### Sequential cells grouped by signal name, run 1

Scale: 3 px per um.
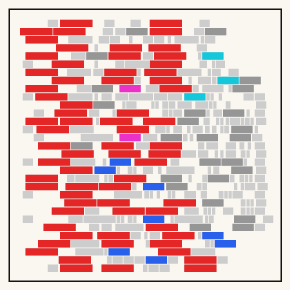
### Selected gate families, run 1

Scale: 3 px per um.
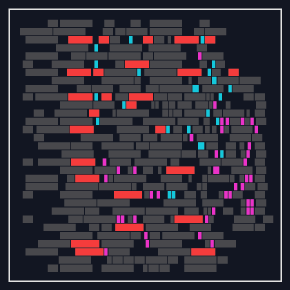
### I/O pins on the die edge, run 1

Scale: 4 px per um. Pins as bars across the die edge, other pins in gray.
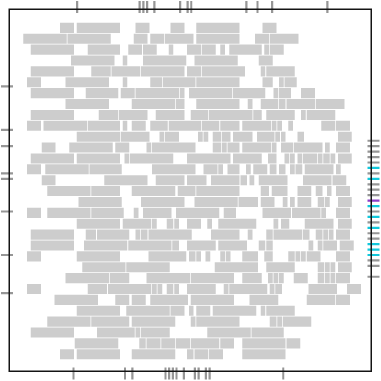
### Zoomed window, run 1

Region (33, 15) to (58, 40) um. Cells in gray, sequential cells in the stronger gray; small squares are vias.
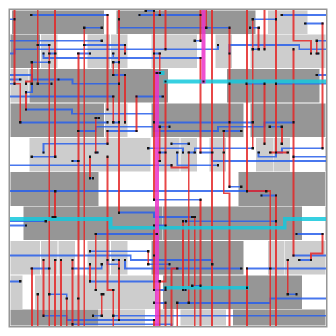
## src/rtl/mem_seq_pkg.sv

```systemverilog
// Shared types and default widths for the memory request sequencer.
package mem_seq_pkg;

  localparam int unsigned MEM_ADDR_W = 8;
  localparam int unsigned MEM_DATA_W = 8;
  localparam int unsigned MEM_DEPTH  = 4;

  typedef enum logic [1:0] {
    IDLE,
    ISSUE,
    RESP
  } state_t;

  typedef struct packed {
    logic                  write;
    logic [MEM_ADDR_W-1:0] addr;
    logic [MEM_DATA_W-1:0] wdata;
  } mem_op_t;

endpackage

```

## src/rtl/sync_fifo.sv

```systemverilog
// Small synchronous FIFO with a registered occupancy count; head is read combinationally.
module sync_fifo #(
  parameter type         elem_t = logic [7:0],
  parameter int unsigned DEPTH  = 4
) (
  input  logic                     clk,
  input  logic                     rst,
  input  logic                     push,
  input  elem_t                    push_data,
  input  logic                     pop,
  output elem_t                    pop_data,
  output logic                     full,
  output logic                     empty,
  output logic [$clog2(DEPTH):0]   count
);

  localparam int unsigned PTR_W = $clog2(DEPTH);
  localparam int unsigned CNT_W = PTR_W + 1;

  elem_t            mem [DEPTH];
  logic [PTR_W-1:0] wr_ptr;
  logic [PTR_W-1:0] rd_ptr;
  logic             do_push;
  logic             do_pop;

  assign full     = (count == CNT_W'(DEPTH));
  assign empty    = (count == '0);
  assign do_push  = push && !full;
  assign do_pop   = pop && !empty;
  assign pop_data = mem[rd_ptr];

  // Pointers wrap naturally since DEPTH is a power of two.
  always_ff @(posedge clk) begin
    if (rst) begin
      wr_ptr <= '0;
      rd_ptr <= '0;
      count  <= '0;
    end else begin
      if (do_push) wr_ptr <= wr_ptr + PTR_W'(1);
      if (do_pop)  rd_ptr <= rd_ptr + PTR_W'(1);
      count <= count + CNT_W'(do_push) - CNT_W'(do_pop);
    end
  end

  always_ff @(posedge clk) begin
    if (do_push) mem[wr_ptr] <= push_data;
  end

endmodule

```

## src/rtl/mem_req_sequencer.sv

```systemverilog
// Queues client read/write requests and drives the single-port memory pins one op at a time,
// returning read data over a valid/ready response channel.
module mem_req_sequencer
  import mem_seq_pkg::*;
#(
  parameter int unsigned ADDR_W = MEM_ADDR_W,
  parameter int unsigned DATA_W = MEM_DATA_W,
  parameter int unsigned DEPTH  = MEM_DEPTH
) (
  input  logic              clk,
  input  logic              rst,
  input  logic              req_valid,
  output logic              req_ready,
  input  logic              req_write,
  input  logic [ADDR_W-1:0] req_addr,
  input  logic [DATA_W-1:0] req_wdata,
  output logic              rsp_valid,
  input  logic              rsp_ready,
  output logic [DATA_W-1:0] rsp_rdata,
  output logic [ADDR_W-1:0] mem_address,
  output logic [DATA_W-1:0] mem_data_in,
  input  logic [DATA_W-1:0] mem_data_out,
  output logic              mem_read_write,
  output logic              mem_chip_en,
  output logic              busy
);

  state_t                 state;
  mem_op_t                fifo_in;
  mem_op_t                fifo_head;
  logic                   fifo_full;
  logic                   fifo_empty;
  logic                   fifo_push;
  logic                   fifo_pop;
  logic [$clog2(DEPTH):0] fifo_count;

  assign req_ready = !fifo_full;
  assign fifo_push = req_valid && req_ready;
  assign fifo_in   = '{write: req_write,
                       addr:  MEM_ADDR_W'(req_addr),
                       wdata: MEM_DATA_W'(req_wdata)};

  // Pop from IDLE, or chain straight into the next op after a write issue.
  assign fifo_pop  = !fifo_empty &&
                     ((state == IDLE) || ((state == ISSUE) && mem_read_write));
  assign busy      = (fifo_count != '0) || (state != IDLE);

  sync_fifo #(
    .elem_t (mem_op_t),
    .DEPTH  (DEPTH)
  ) u_fifo (
    .clk       (clk),
    .rst       (rst),
    .push      (fifo_push),
    .push_data (fifo_in),
    .pop       (fifo_pop),
    .pop_data  (fifo_head),
    .full      (fifo_full),
    .empty     (fifo_empty),
    .count     (fifo_count)
  );

  always_ff @(posedge clk) begin
    if (rst) begin
      state          <= IDLE;
      rsp_valid      <= 1'b0;
      rsp_rdata      <= '0;
      mem_address    <= '0;
      mem_data_in    <= '0;
      mem_read_write <= 1'b0;
      mem_chip_en    <= 1'b0;
    end else begin
      case (state)
        IDLE: begin
          if (fifo_pop) state <= ISSUE;
        end
        ISSUE: begin
          if (mem_read_write) begin
            if (!fifo_pop) begin
              mem_chip_en <= 1'b0;
              state       <= IDLE;
            end
          end else begin
            rsp_rdata   <= mem_data_out;
            rsp_valid   <= 1'b1;
            mem_chip_en <= 1'b0;
            state       <= RESP;
          end
        end
        RESP: begin
          if (rsp_ready) begin
            rsp_valid <= 1'b0;
            state     <= IDLE;
          end
        end
        default: state <= IDLE;
      endcase

      // Load the memory pins from the popped op; reads keep the previous data_in.
      if (fifo_pop) begin
        mem_address    <= ADDR_W'(fifo_head.addr);
        mem_read_write <= fifo_head.write;
        mem_chip_en    <= 1'b1;
        if (fifo_head.write) mem_data_in <= DATA_W'(fifo_head.wdata);
      end
    end
  end

endmodule

```

## config.mk

```make
export PLATFORM = sky130hd
export DESIGN_NAME = mem_req_sequencer
export DESIGN_NICKNAME = d
export VERILOG_FILES = /design/src/rtl/mem_seq_pkg.sv /design/src/rtl/sync_fifo.sv /design/src/rtl/mem_req_sequencer.sv
export SDC_FILE = /design/constraint.sdc
export NUM_CORES = 1
export LEC_CHECK = 0
export CORE_MARGIN = 2
export CORE_UTILIZATION = 53
export CTS_CLUSTER_DIAMETER = 150
export CTS_CLUSTER_SIZE = 14
export DETAILED_ROUTE_END_ITERATION = 8
export GPL_TIMING_DRIVEN = 0
export PLACE_DENSITY = 0.78
export SYNTH_ARGS = -nofsm -noshare
export SYNTH_HDL_FRONTEND = slang
export SYNTH_SLANG_ARGS = --single-unit
```

## constraint.sdc

```tcl
create_clock -name clk -period 3.1 [get_ports clk]
set_input_delay 0.62 -clock clk [delete_from_list [all_inputs] [get_ports clk]]
set_output_delay 0.62 -clock clk [all_outputs]
set_load 0.005 [all_outputs]
```

==> summary.txt, run 1 <==
Entry: Yosys synthesis followed by OpenROAD place and route.

Status:
- The flow ran to the end, and the final reports show no timing, DRC or antenna violations.

Synth:
- The run puts the mean instance size in the synthesized netlist at 15.4 um^2.
- The run puts the combined area of all synthesized cells at 0.00393 mm^2.
- For reference, simple AND, OR, NAND and NOR cells occupy 7.57% of the area reported after synthesis.
- The run gives the post-synthesis chip area from yosys as 0.00393 mm^2.
- During synthesis, Yosys emitted a total of 0 warnings.
- Of the combinational cells, the family taking the most area is multiplexers.
- The run gives the post-synthesis sequential area ratio as 71.2%.
- The netlist uses 28 different library cells.
- The run puts the arithmetic-cell share of the synthesized area counting full adders, half adders and majority gates at 2.42%.
- In the Yosys report the total cell count is 255.

Drt:
- The run puts the detailed-route wire length on metal 1 at 2.97 mm.
- After detailed routing, the average wire length per cell comes to 16.5 um.
- The run puts the total iterations of the first detailed-routing run at 4.
- The run gives the detailed-routed wire length on met3 as 281 um.
- The routed design shows a via density per instance of 5.23.
- Wire segments on met2 add up to 3.61 mm in the final route.
- The run gives the antenna violation net count after detailed routing as 0.
- The run puts the count of routing violations after the opening detailed-route iteration at 208.

Setup path:
- The run puts the setup slack of the worst register-to-register path at 0.47 ns.
- At the worst endpoint, the arrival time is 2.87 ns.
- The setup path with the least slack is of type register to register.
- The run puts the stage delay of the slowest cell on the critical path at 0.43 ns.
- The run gives the number of cells on the critical path as 12.
- The run puts the buffering stage count on the worst path with inverters included at 4.
- The run puts the critical-path maximum fanout at 10.
- Per STA, the worst path accumulates the most delay in the family adder cells.
- STA classifies the critical path endpoint as a register.
- The run gives the worst reg-to-reg path cell count as 12.
- STA lists the endpoint of the worst register-to-register path as u_fifo.count[2].
- The run puts the worst path required time at 3.34 ns.

Min path:
- The run puts the number of instances on the worst hold path at 2.
- The worst hold path begins at rsp_rdata[5].

Pwr:
- The run gives the switching fraction of total power as 29.4%.
- The run gives the net switching component of the power as 1.23 mW.
- The biggest slice of the total power is consumed by sequential cells.
- The run gives the largest voltage drop on the vdd net as 0.000451 V.
- The run puts the internal cell power at 2.94 mW.
- The run puts the combinational power share at 32.0%.
- The design draws 4.16 mW.
- The run gives the clock share of power as 21.6%.
- The run puts the clock group total power at 0.899 mW.
- The run gives the sequential power as 1.93 mW.

Final timing:
- Setup repair after global routing left no endpoint under its margin.
- The run puts the final count of pins violating max slew at 0.
- The run puts the relative max-transition margin at 36.6%.
- Endpoints with negative setup slack in the final report add up to 0.
- The run puts the final critical delay including setup and external delays at 2.63 ns.
- Summed over all failing endpoints, the final setup total negative slack is 0 ns.

Cells and area:
- Counting flops per register, the top entry is u_fifo.mem.
- The run puts the share of final layout cell area taken by clock buffers and inverters at 4.48%.
- The run puts the number of logic gates at 131.
- The run puts the non-filler instance count after layout at 426.
- The library cells used most frequently in the layout, excluding fill and tap cells, are edfxtp_1, clkdlybuf4s50_1, nand2_1.
- The run puts the flip-flop count of the largest register, all copies and words added at 68.
- The run puts the number of fill cells at 528.
- The run gives the area share of buffers outside the clock network as 12.8%.
- The finished design was reported to have a net count of 358.
- The run puts the multi-input combinational area share at 21.6%.
- The run puts the combinational gate area at 0.00105 mm^2.
- After routing the design area is 0.00483 mm^2.
- The run puts the count of non-CTS inverters in the layout at 7.
- Compared with the post-synthesis result, the final layout area differs by 22.9%.
- The run puts the count of buffers not belonging to the clock network in the layout at 67.
- Among logic cells in the layout, the one with the most instances is edfxtp_1.
- The run gives the flip-flop and latch share of the layout cell area as 58.0%.

Placed design:
- The run gives the estimated wirelength of the detail-placed design as 4.50 mm.
- The run puts the post-placement cell count at 410.
- The run puts the global placement routability congestion at 0.755.
- The run puts the pre-CTS setup slack at 0.244 ns.

Floorplan:
- The floorplan step records an initial core utilization of 54.5%.
- The run gives the area of the chip as 0.00813 mm^2.
- The run gives the total number of tap cells as 99.
- The floorplan report gives the top-level pin count as 58.
- After floorplanning, the core was sized to cover 0.00721 mm^2.

Global routing:
- The run puts the pin count of the biggest net entering global routing at 18.
- Global routing consumed, on the met2 layer, 31.5% of the routing resources.
- Across every metal layer, demand over resource in global routing totals 18.1%.
- The global routing report lists met3 layer usage as 3.94%.
- The run puts the global-route congestion overflow total at 0.
- The run puts the initial antenna violation count at 0.

Clock network:
- For reference, the clock transition at the flip-flops on the worst setup and hold paths is 0.09 ns.
- The run puts the clock buffer count from CTS at 9.
- The run puts the post-cts sizing count at 0.
- The run puts the number of buffers inserted to repair setup after CTS at 0.

Job:
- Across all stage logs, warnings added up to 29.
- Per the run summary, max-cap violations total 0.
Back to the opening pictures, 'Sequential cells grouped by signal name':
Cyan stands for u_fifo.count, flops 3. Red stands for u_fifo.mem, flops 68. Magenta stands for u_fifo.wr_ptr, flops 2. Blue stands for mem_address, flops 8, where bottom center.
Another 25 sequential cells are not colored.

Back to the opening pictures, 'Selected gate families':
Magenta stands for NAND gates, cells 40. Cyan stands for NOR gates, cells 22. Red stands for multiplexers, cells 26.

Back to the opening pictures, 'I/O pins on the die edge':
Purple stands for mem_chip_en, pins 1, direction output, edge right. Cyan stands for rsp_rdata, pins 8, direction output, edge right.
All pins by edge: 25 right, 13 bottom, 12 top, 8 left.

Back to the opening pictures, 'Zoomed window':
Magenta stands for metal 4. Blue stands for metal 1. Cyan stands for metal 3. Red stands for metal 2.
Sequential cells in the window: 13. Most frequent: edfxtp_1 (8), nand2_1 (7), dfxtp_1 (5). 34 logic cells have their middle in the window. Netlist names of flops here include u_fifo.mem (8), mem_address (3).

[run 1: synth_stat cells]
cell type	count	area [um^2]
dfxtp_1	38	761
or4b_1	1	10.0
inv_2	1	3.75
nand2b_1	1	6.26
mux4_1	6	158
inv_1	6	22.5
edfxtp_1	68	2040
a21boi_1	1	7.51
clkbuf_2	1	5.00
clkbuf_1	6	22.5
fa_1	1	20.0
nor2_1	19	71.3
nor3_1	1	5.00
xnor2_1	3	26.3
nand2_1	39	146
mux4_2	11	248
buf_6	2	22.5
buf_2	1	5.00
mux2i_1	9	90.1
a21oi_1	21	105
buf_1	1	3.75
and2_1	4	25.0
o21ai_0	2	10.0
nor2b_1	2	12.5
or3_1	2	12.5
ha_1	6	75.1
or3b_2	1	8.76
xor2_1	1	8.76
--- run 2 (diff from run 1) ---
--- a/config.mk
+++ b/config.mk
@@ -6,12 +6,12 @@
 export NUM_CORES = 1
 export LEC_CHECK = 0
 export CORE_MARGIN = 2
-export CORE_UTILIZATION = 53
+export CORE_UTILIZATION = 48
 export CTS_CLUSTER_DIAMETER = 150
 export CTS_CLUSTER_SIZE = 14
 export DETAILED_ROUTE_END_ITERATION = 8
 export GPL_TIMING_DRIVEN = 0
-export PLACE_DENSITY = 0.78
+export PLACE_DENSITY = 0.75
 export SYNTH_ARGS = -nofsm -noshare
 export SYNTH_HDL_FRONTEND = slang
 export SYNTH_SLANG_ARGS = --single-unit
==> constraint.sdc (replaced) <==
create_clock -name clk -period 2.1 [get_ports clk]
set_input_delay 0.42 -clock clk [delete_from_list [all_inputs] [get_ports clk]]
set_output_delay 0.42 -clock clk [all_outputs]
set_load 0.005 [all_outputs]
==> run 2 against run 1 <==
Utilization decreased by 5.6 points; power increased by 55%; global-route usage decreased by 1.1 points; combinational power increased by 66%; sequential cell count unchanged; sequential share of layout area decreased by 1.3 points; non-clock buffer count increased by 5; critical path type unchanged; synthesized area unchanged; the run now ends with negative setup slack left; first-iteration DRC count decreased by 38%; critical path depth decreased by 1.
==> summary.txt, run 2 <==
Entry: Yosys synthesis followed by OpenROAD place and route.

Cells and area:
- The number of fill cells is 621 (+18%).
- The library cell used most frequently in the layout, excluding fill and tap cells, is edfxtp_1.
- The run puts the sequential cell area at 0.00282 mm^2.
- The run puts the multi-input combinational area share at 22.3% (+0.63 points).
- The run gives the combinational gate area as 0.00111 mm^2 (+5.7%).
- The most common logic cells in the final layout are edfxtp_1, clkdlybuf4s50_1, nand2_1.
- The run puts the area share of buffers outside the clock network at 13.3% (+0.49 points).
- The run gives the non-filler instance count after layout as 437 (+2.6%).
- The run puts the number of nets in the finished design at 363 (+1.4%).
- The run puts the number of logic gates at 131 (unchanged).
- The run gives the share of final layout cell area taken by clock buffers and inverters as 4.51% (+0.032 points).
- More flip-flops sit in one register than any other, and that register is u_fifo.mem.
- The run gives the post-layout instance area as 0.00497 mm^2 (+2.7%).
- In this run the layout overhead on the synthesized area is reported as 26.3%.
- The run puts the count of non-CTS inverters in the layout at 7 (unchanged).
- The flip-flop count of the largest register, all copies and words added is 68 (unchanged).
- The run puts the count of buffers not belonging to the clock network in the layout at 72 (+7.5%).
- The run puts the flip-flop and latch share of the layout cell area at 56.7% (-1.3 points).

Synth:
- The run gives the yosys warning tally as 0 (unchanged).
- The run gives the number of distinct library cells after synthesis as 28 (unchanged).
- The run gives the combined area of all synthesized cells as 0.00393 mm^2 (unchanged).
- The arithmetic-cell share of the synthesized area counting full adders, half adders and majority gates is 2.42% (unchanged).
- Sorting the synthesized cells by area gives the leading types as edfxtp_1, dfxtp_1, mux4_2.
- The run puts the number of flops mapped to enable cells by yosys at 68 (unchanged).
- The run gives the predominant post-synthesis flop cell as edfxtp_1.
- The run puts the post-synthesis sequential area ratio at 71.2% (unchanged).
- The run puts the mean instance size in the synthesized netlist at 15.4 um^2 (unchanged).
- The share of synthesized cell area in and, or, nand and nor gates was 7.57% (unchanged).
- The run puts the share of Yosys cell area claimed by the top area cell type at 51.9% (unchanged).
- The run gives the most instantiated library cell after synthesis as edfxtp_1.
- The run puts the post-synthesis chip area from yosys at 0.00393 mm^2 (unchanged).
- Among the non-sequential cells, multiplexers take the most area.
- The run gives the async set or reset register ratio after synthesis as 0% (unchanged).
- By count the netlist is led by edfxtp_1, nand2_1, dfxtp_1.

Pwr:
- The run gives the net switching component of the power as 1.93 mW (+58%).
- The largest voltage drop on the vdd net was 0.000470 V (+4.2%).
- The internal cell power is 4.51 mW (+54%).
- The largest part of the power goes to sequential cells.
- The total design power came to 6.44 mW (+55%).
- The run gives the power consumed by combinational cells as 2.21 mW.
- The sequential power came to 2.87 mW (+49%).
- The run gives the switching fraction of total power as 29.9% (+0.50 points).
- The run puts the combinational power share at 34.3% (+2.3 points).
- The clock share of power is 21.2% (-0.4 points).
- The run puts the clock group total power at 1.37 mW (+52%).

Setup path:
- The run gives the stage delay of the slowest cell on the critical path as 0.36 ns (-0.07 ns).
- The worst setup path is launched from a register.
- The run gives the family of cells with the greatest summed delay on the critical path as adder cells.
- The setup slack of the worst register-to-register path is -0.13 ns (-0.60 ns).
- The worst reg-to-reg path cell count is 11 (-1).
- The run gives the number of cells on the critical path as 11 (-1).
- The buffering stage count on the worst path with inverters included is 3 (-1).
- By startpoint and endpoint, the worst setup path is classified as register to register.
- The endpoint identified for the worst register-to-register timing path is u_fifo.count[2].
- STA classifies the critical path endpoint as a register.
- The arrival time at the worst endpoint came to 2.47 ns (-0.40 ns).
- The worst path required time was 2.34 ns (-1.00 ns).

Final timing:
- The run puts the final setup violation count at 1 (+1).
- The run gives the final worst-path setup slack as -0.128 ns.
- The run gives the relative max-transition margin as 55.6% (+19 points).
- The final count of pins violating max slew is 0 (unchanged).
- The run gives the summed negative setup slack over all endpoints as -0.128 ns (-0.128 ns).

Global routing:
- The run puts the global routing met2 resource utilization at 28.8% (-2.6 points).
- The run gives the initial antenna violation count as 0 (unchanged).
- The pin count of the biggest net entering global routing was 19 (+1).
- The global-route met3 utilization was 4.55% (+0.61 points).
- The run gives the global router's overall resource usage as 17.0% (-1.1 points).
- The run gives the global-route congestion overflow total as 0 (unchanged).

Status:
- The checks that failed: negative setup slack.
- The run finished, with violations left.

Floorplan:
- The run puts the total number of tap cells at 105 (+6.1%).
- The run gives the total core area as 0.00809 mm^2 (+12%).
- The run gives the initial cell density of the core as 48.6% (-5.9 points).

Job:
- The tally of max-capacitance violations is 0 (unchanged).
- The run gives the number of warning messages in the logs as 32 (+10%).

Clock network:
- The post-CTS clock slew at the launch and capture registers of the worst setup and hold paths is 0.10 ns (about the same).
- The run puts the post-cts sizing count at 9 (+9).
- The run puts the clock buffer count from CTS at 9 (unchanged).
- The number of buffers inserted to repair setup after CTS was 3 (+3).
- The run gives the maximum count of clock buffers along a single path as 2.

Placed design:
- The run puts the pre-CTS setup slack at -0.495 ns (-0.739 ns).
- The global placement routability congestion was 0.674 (-11%).
- The run gives the estimated wirelength of the detail-placed design as 4.53 mm (+0.71%).

Drt:
- The run gives the antenna violation net count after detailed routing as 0 (unchanged).
- The run puts the routed length per placed instance at 16.4 um (-0.49%).
- The run gives the total iterations of the first detailed-routing run as 5 (+1).
- The run gives the count of routing violations after the opening detailed-route iteration as 128 (-38%).
- The run gives the detailed-routed wire length on met3 as 370 um (+32%).
- The detailed-route wire length on metal 1 was 2.98 mm (+0.34%).
- The wire length on met2 is 3.69 mm (+2.2%).
==> run 2: cell counts after synthesis <==
Identical to the previous run, type by type.
==> run 2: how the worst min path moves through the flow <==
| stage | start | end | slack [ns] | cells past startpoint |
|---|---|---|---|---|
| 5_1_grt | rsp_rdata[0] | rsp_rdata[0] | 0.48 | 2 |
| 3_5_place_dp | rsp_rdata[0] | rsp_rdata[0] | 0.45 | 2 |
| 6_report | rsp_rdata[5] | rsp_rdata[5] | 0.46 | 2 |
| 3_3_place_gp | rsp_rdata[4] | rsp_rdata[4] | 0.44 | 2 |
| 4_1_cts | rsp_rdata[0] | rsp_rdata[0] | 0.46 | 2 |
| 2_1_floorplan | mem_address[0] | mem_address[0] | 0.45 | 2 |
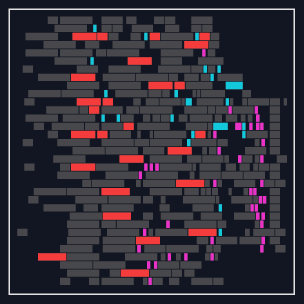
*Selected gate families, run 2*
Scale: 3 px per um.
Magenta stands for NAND gates, cells 40. Red stands for multiplexers, cells 26. Cyan stands for NOR gates, cells 22.

--- run 3 (diff from run 2) ---
--- a/config.mk
+++ b/config.mk
@@ -8,7 +8,7 @@
 export CORE_MARGIN = 2
 export CORE_UTILIZATION = 48
 export CTS_CLUSTER_DIAMETER = 150
-export CTS_CLUSTER_SIZE = 14
+export CTS_CLUSTER_SIZE = 10
 export DETAILED_ROUTE_END_ITERATION = 8
 export GPL_TIMING_DRIVEN = 0
 export PLACE_DENSITY = 0.75
==> run 3 against run 2 <==
The flow still finishes with violations (negative setup slack); utilization did not move; combinational power about the same; via count unchanged; maximum frequency unchanged; critical endpoint unchanged; worst hold slack stayed put.
==> summary.txt, run 3 <==
Entry: Yosys synthesis followed by OpenROAD place and route.

Drt:
- The run puts the wire length on met2 at 3.69 mm (unchanged).
- The antenna violation net count after detailed routing was 0 (unchanged).
- The run gives the count of routing violations after the opening detailed-route iteration as 128 (unchanged).
- The run puts the detailed-route wire length on metal 1 at 2.98 mm (unchanged).
- The detailed-routed wire length on met3 is 370 um (unchanged).
- The routed length per placed instance came to 16.4 um (unchanged).

Pwr:
- The run puts the largest voltage drop on the vdd net at 0.000470 V (unchanged).
- The run gives the total design power as 6.44 mW (unchanged).

Status:
- The final reports fail on negative setup slack.
- The flow ran to the end, but the final reports show violations.

Global routing:
- The run gives the global-route met3 utilization as 4.55% (unchanged).
- The run puts the pin count of the biggest net entering global routing at 19 (unchanged).
- The run gives the global router's overall resource usage as 17.0% (unchanged).
- The run puts the global routing met2 resource utilization at 28.8% (unchanged).

Synth:
- The run gives the share of synthesized cell area in and, or, nand and nor gates as 7.57% (unchanged).
- The arithmetic-cell share of the synthesized area counting full adders, half adders and majority gates is 2.42% (unchanged).
- By area the synthesized netlist is led by edfxtp_1, dfxtp_1, mux4_2.
- The most frequently used library cell after synthesis is edfxtp_1.
- The run gives the number of distinct library cells after synthesis as 28 (unchanged).
- The yosys warning tally was 0 (unchanged).
- The post-synthesis sequential area ratio was 71.2% (unchanged).
- The commonest cells after synthesis are edfxtp_1, nand2_1, dfxtp_1.

Cells and area:
- The run puts the sequential cell area at 0.00282 mm^2 (unchanged).
- The run gives the count of buffers not belonging to the clock network in the layout as 72 (unchanged).
- The run gives the area share of buffers outside the clock network as 13.3% (unchanged).
- The run gives the share of final layout cell area taken by clock buffers and inverters as 4.51% (unchanged).
- The run puts the multi-input combinational area share at 22.3% (unchanged).
- The post-synthesis to final-layout area growth was 26.3% (unchanged).
- Ranked by flip-flop count, first place goes to u_fifo.mem.
- The flip-flop and latch share of the layout cell area came to 56.7% (unchanged).
- The flip-flop count of the largest register, all copies and words added came to 68 (unchanged).

Final timing:
- The run puts the final worst-path setup slack at -0.128 ns (unchanged).
- The run puts the summed negative setup slack over all endpoints at -0.128 ns (unchanged).
- The run puts the final setup violation count at 1 (unchanged).
- The run gives the final count of pins violating max slew as 0 (unchanged).

Clock network:
- The run gives the number of buffers inserted to repair setup after CTS as 3 (unchanged).
- The run puts the post-CTS clock slew at the launch and capture registers of the worst setup and hold paths at 0.10 ns (about the same).
- The run puts the post-cts sizing count at 9 (unchanged).

Setup path:
- The run puts the stage delay of the slowest cell on the critical path at 0.36 ns (about the same).
- The run gives the arrival time at the worst endpoint as 2.47 ns (about the same).
- The run gives the capture point of the worst reg-to-reg path as u_fifo.count[2].
- The worst path required time was 2.34 ns (about the same).
- The run gives the endpoint class of the critical path as a register.

Job:
- The number of warning messages in the logs was 32 (unchanged).

Min path:
- The number of instances on the worst hold path came to 2 (unchanged).

Placed design:
- The global placement routability congestion was 0.674 (unchanged).

Floorplan:
- The total core area was 0.00809 mm^2 (unchanged).
- The initial cell density of the core came to 48.6% (unchanged).
## run 3: cell counts after synthesis
Identical to the previous run, type by type.
## run 3: worst max path at each step
stage / startpoint / endpoint / slack, ns / cells past startpoint
after detailed placement: req_valid / u_fifo.mem[1][12] / -0.50 / 3
after global routing: u_fifo.count[1] / u_fifo.count[2] / -0.18 / 11
after floorplan: u_fifo.count[1] / u_fifo.count[2] / -0.12 / 12
final: state[0] / u_fifo.count[2] / -0.13 / 11
after CTS: state[0] / u_fifo.count[2] / -0.13 / 11
after global placement: req_valid / u_fifo.mem[1][11] / -0.49 / 3
## run 3: report_power, final
group	total, mW	switching [mW]	internal, mW
Clock	1.37	0.684	0.682
Sequential	2.87	0.209	2.66
Combinational	2.21	1.04	1.18
Total	6.44	1.93	4.51
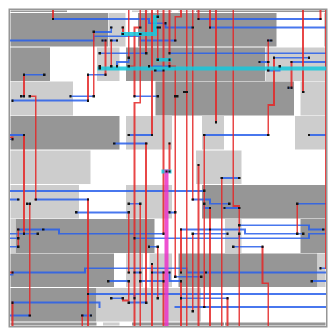
*Zoomed window, run 3*
Region (35, 16) to (60, 41) um. Cells in gray, sequential cells in the stronger gray; small squares are vias.
Cyan stands for metal 3. Red stands for metal 2. Blue stands for metal 1. Magenta stands for metal 4.
Most frequent: edfxtp_1 (10), nand2_1 (3), clkdlybuf4s50_1 (3). Netlist names of flops here include u_fifo.mem (10). Sequential cells in the window: 10. 23 logic cells have their middle in the window.

Power figures rest on the tool's default switching activity, not on a simulated workload.
